Design uart_host_bridge_flat, sky130hd; sources not shown.
**Run 1: sizing map**

Bar = 50 um.
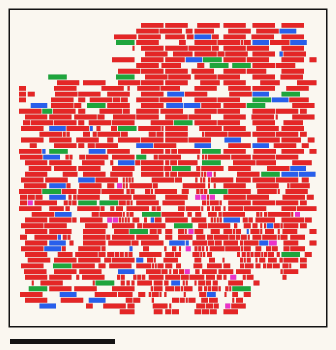
| size | color | cells | share |
|---|---|---|---|
| drive 1 or less | red | 666 | 88% |
| drive 6 and up | green | 31 | 4.1% |
| drive 3 to 4 | magenta | 15 | 2.0% |
| drive 2 | blue | 47 | 6.2% |
non-clock buffer count: 63
design area: 13700 um2
Layout area overhead: 13.0%
final worst setup slack: 2.82 ns

**Run 1: M3 wires**

Bar = 50 um.
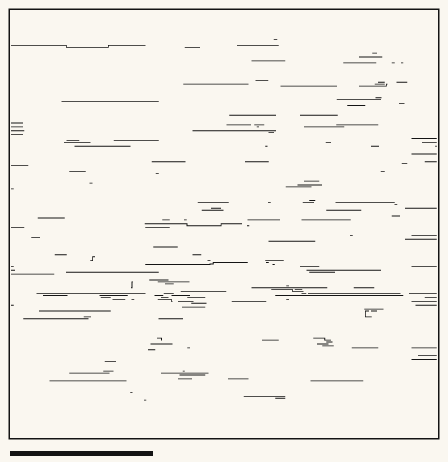
wire length on this layer: 1410 um
longest straight run: 44.6 um
nets with wire on the layer: 101
vias after detailed routing: 6436
Post-Route WL: 24700 um
GR Util met3: 3.10%

**Run 1: wiring by layer**

Bar = 50 um.
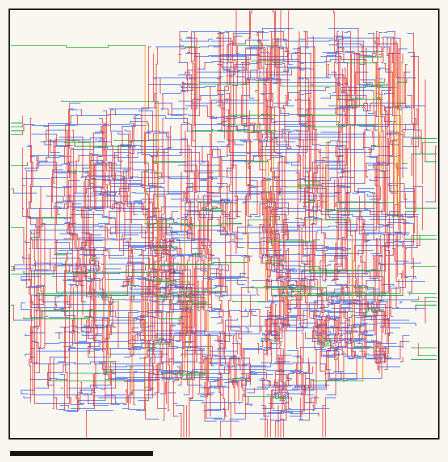
| layer | color | wire length |
|---|---|---|
| met1 | blue | 9500 um |
| met2 | red | 13000 um |
| met3 | green | 1410 um |
| met4 | orange | 841 um |
WL per Instance: 24.2 um
GR Util All Layers: 22.8%

==> Changelog: implementation, run 1 <==
### Implementation results

* Clock network fraction of total power at 31.2%
* Net Switching at 1.09 mW
* Worst Path Arrival at 3.34 ns
* Placed cell areas at 12800 um2
* Critical path capture point type: output port
* CP Launch Type: flip-flop
* Seq pwr share at 48.4%
* Core Region at 19700 um2
* Initial drt markers at between 500 and 600
* Adder share at 2.44%
* First-pass GRT wire length at slightly below 40000 um
* Largest net degree at the start of global routing at 51
* Initial antenna violation count at 0
* Top cells by count: edfxtp_1, nor2_1, dfxtp_1
* Switching Fraction at 27.2%
* Routed Antenna Nets at 0
* Final nets at 784
* Metal3 WL at 1410 um
* CTS tree: done
* Top delay family on crit path: multiplexers
* Worst hold margin at between 0.5 and 0.6 ns
* Tool Warnings at 36
* Seq. cell area at 8550 um2
* R2R Setup Slk at 4.73 ns
* Crit path cell chain: mux4_1 > mux4_2 > clkdlybuf4s50_1
* CTS Hold Bufs at 0
* Most frequent logic cell in the layout: edfxtp_1
* FFs & Latches at 299
* Synth area leaders: edfxtp_1, dfxtp_1, mux4_2, mux4_1, mux2i_1
* Status: complete, no violations
* LEAKAGE at about 4.4 nW
* Clock network area share at just over 6%
* RSZ-0062 raised after global routing: no
* M2 GR Usage at ~40%
* Tightest Pin Transition at 1.09 ns
* Fillers at 1261
* Seq area share at 62.4%
* Vias in the first global route at 6607
* Final Util at a little over two thirds
* Critical path data required time at 6.16 ns
* Yosys warnings at 0
* CTS Buf Count at 28
* Htree depth at 1
* Hold Vio Cnt, Final at 0
* CTS root buf: clkbuf_16
* Netlist cell types at ~56
* CP max-delay cell: dfxtp_2
* # IOs at ~52
* Worst relative slew slack at between 20% and 30%
* Sink Count at 299
* Post-synthesis compound-gate area fraction at around 4.6%
* Antenna fix cells at 0
* Comb group at around 0.82 mW
* Internal power at 2.94 mW
* Power Total at 4.03 mW
* Detailed placement HPWL at 15200 um
* Yosys synthesis chip area at 12100 um2
* CP Class: flip-flop to output port
* Top pwr grp: registers
* Fin cells at 1024
* Placed Instances at 974
* Final setup TNS at 0 ns
* Syn Inst Count at 685
* Ys flop type: edfxtp_1
* Cell Area, Synth at 12100 um2
* Clock buffer cells at 35
* Clock slew at reported path FFs at approximately 0.06 ns
* Final clock skew at 0.00695 ns
* Post-route minimum period at slightly below 5 ns
* Largest area contributor in the netlist: edfxtp_1
## Run 2: what changed since run 1
clock period = 5 ns   (was 7.7 ns; I/O delays follow)
**Run 2: signal wires on met4**

Supply wires on this layer in gray.
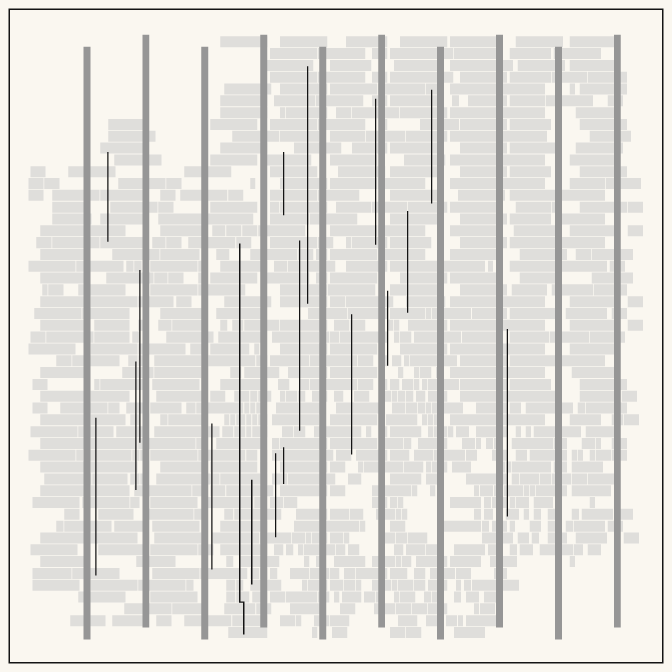
main direction: vertical
wire length on this layer: 586 um
vias after detailed routing: 6435
Post-Route WL: 24800 um

**Run 2: M3 wires**

Bar = 50 um.
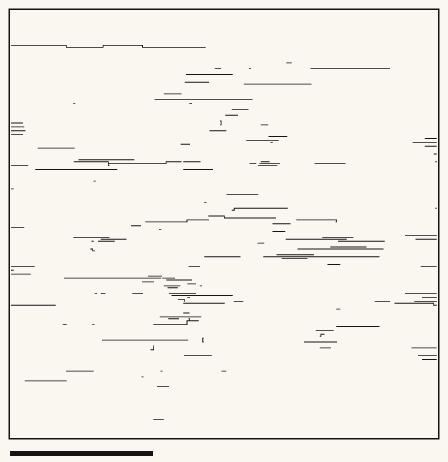
GR Util met3: 3.13%

==> Changelog: implementation, run 2 <==
### Implementation results

* F_max at 233 MHz
* Final clock skew at 0.0109 ns (was 0.00695 ns)
* Signal buffers share of area at 4.39% (about the same)
* Number of enable flip-flop cells at 256 (unchanged)
* Tightest Pin Transition at 1.13 ns (was 1.09 ns)
* Comb group at 1.25 mW (was 0.821 mW)
* Worst Path Arrival at 3.29 ns (was 3.34 ns)
* Drt drc at 0 (unchanged)
* # IOs at 52 (unchanged)
* Largest net degree at the start of global routing at 34 (was 51)
* Combinational Area at 3320 um2 (about the same)
* Seq pwr share at 46.4% (was 48.4%)
* Reg2reg path depth at 9 (unchanged)
* Htree depth at 1 (unchanged)
* Top cells by count: edfxtp_1, nor2_1, dfxtp_1 (unchanged)
* M2 GR Usage at 41.0% (was 39.9%)
* Clock buffer cells at 37 (was 35)
* Worst relative slew slack at 24.5% (was 26.8%)
* Net Switching at 1.73 mW (was 1.09 mW)
* Critical path capture point type: output port (unchanged)
* Metal3 WL at 1120 um (was 1410 um)
* Detailed placement HPWL at 15400 um (was 15200 um)
* Routed wl met2 at 13200 um (was 13000 um)
* Placed Instances at 975 (was 974)
* CP Launch Type: flip-flop (unchanged)
* Sink Count at 299 (unchanged)
* # rows at 51 (unchanged)
* GR Util All Layers at 22.7% (was 22.8%)
* Fraction of layout cells with a size suffix above 1 at 12.8% (was 12.3%)
* Clock latency on the worst-skew pair at 0.54 ns (was 0.53 ns)
* RSZ-0062 raised after global routing: no (unchanged)
* Post-synth top area share at 63.4% (unchanged)
* Yosys warnings at 0 (unchanged)
* Core Region at 19700 um2 (unchanged)
* Tool Warnings at 36 (unchanged)
* Ys flop type: edfxtp_1 (unchanged)
* Design area at 13900 um2 (was 13700 um2)
* Layout area overhead at 14.3% (was 13.0%)
* Initial core utilization at 61.7% (unchanged)
* MI comb cells at 333 (unchanged)
* And+or+nand+nor area frac at 4.57% (unchanged)
* Cell Area, Synth at 12100 um2 (unchanged)
* FFs & Latches at 299 (unchanged)
* IO buf count at 51 (unchanged)
* Syn Inst Count at 685 (unchanged)
* Most numerous cell in the Yosys netlist: edfxtp_1 (unchanged)
* Inverter count at 14 (unchanged)
* Status: complete, no violations (unchanged)
* CTS tree: done (unchanged)
* Top delay family on crit path: multiplexers (unchanged)
* First-pass GRT wire length at 38600 um (was 38400 um)
* Max Cap Violations at 0 (unchanged)
* Hold Vio Cnt, Final at 0 (unchanged)
* Routed Antenna Nets at 0 (unchanged)
* Synth Area per Inst at 17.7 um2 (unchanged)
* Critical path data required time at 4.00 ns (was 6.16 ns)
* Worst hold margin at 0.513 ns (was 0.506 ns)
* Vias in the first global route at 6731 (was 6607)
* Hold Path Depth at 1 (was 2)
* Initial antenna violation count at 0 (unchanged)
* R2R Setup Slk at 2.06 ns (was 4.73 ns)
* Combinational fraction of design power at 19.3% (was 20.4%)
* Multiplexer share at 14.5% (unchanged)
* CP peak stage delay at 0.97 ns (was 1.00 ns)
* Final period util at 85.8%
* LEAKAGE at 4.51 nW (was 4.44 nW)
* WL per Instance at 24.0 um (was 24.2 um)
* Post-CTS Resized at 0 (unchanged)
* Seq area share at 61.7% (was 62.4%)
* Final Util at 70.5% (was 69.7%)
* Height of the chip at 150 um (unchanged)
* CTS root buf: clkbuf_16 (unchanged)
* XOR Share, Synth at 1.23% (unchanged)
* Final nets at 787 (was 784)
* Top class by area: sequential cells (unchanged)
* Netlist cell types at 56 (unchanged)
* Crit path cell chain: mux4_1 > mux4_2 > clkdlybuf4s50_1 (unchanged)
* Final setup TNS at 0 ns (unchanged)
* Ys async rst share at 0% (unchanged)
* Fin cells at 1031 (was 1024)
* Internal power at 4.78 mW (was 2.94 mW)
* Max layer used: met4 (unchanged)
* Post-route minimum period at 4.29 ns
* Overflow after GRT at 0 (unchanged)
* Top Layout Cells: edfxtp_1, nor2_1, clkdlybuf4s50_1 (unchanged)
* # Taps at 265 (unchanged)
* Synth area leaders: edfxtp_1, dfxtp_1, mux4_2, mux4_1, mux2i_1 (unchanged)
* Stages on the worst setup path at 3 (unchanged)
* CP Class: flip-flop to output port (unchanged)
* Initial drt markers at 556 (was 526)
* Worst Path Max Fanout at 32 (unchanged)
* Largest area contributor in the netlist: edfxtp_1 (unchanged)
* CP max-delay cell: dfxtp_2 (unchanged)
* Antenna fix cells at 0 (unchanged)
* CTS Buf Count at 30 (was 28)
* # Cells Yosys at 685 (unchanged)
* PD cells at 470 nW/um2 (was 294 nW/um2)
* Met1 Resource Use GR at 29.2% (was 29.3%)
* Via density at 6.24 (was 6.29)
* Gpl congestion at 0.807 (was 0.801)
* Clock slew at reported path FFs at 0.06 ns (about the same)
* Top pwr grp: registers (unchanged)
* Comb/total area at 23.9% (was 24.2%)
* Max-slew violation count at 0 (unchanged)
* Clock network fraction of total power at 34.4% (was 31.2%)
* Adder share at 2.44% (unchanged)
* Fillers at 1216 (was 1261)
* Buf+Inv Stages, Crit Path at 1 (unchanged)
* CTS Hold Bufs at 0 (unchanged)
* M1 WL at 9900 um (was 9500 um)
* Placement Setup Slack at 1.16 ns (was 3.25 ns)
* Final worst setup slack at 0.709 ns (was 2.82 ns)
* Placed cell areas at 12900 um2 (was 12800 um2)
* Clock network area share at 7.16% (was 6.15%)
* Seq. cell area at 8550 um2 (unchanged)
* VDD IR max at 0.353 mV (was 0.212 mV)
* Power Total at 6.51 mW (was 4.03 mW)
* Most frequent logic cell in the layout: edfxtp_1 (unchanged)
* Switching Fraction at 26.6% (was 27.2%)
* Yosys synthesis chip area at 12100 um2 (unchanged)
* Max Root-Sink Buffers at 3 (unchanged)
* Non-clock buffer count at 64 (was 63)
* Post-synthesis compound-gate area fraction at 4.64% (unchanged)
Power and IR drop assume default switching activity.
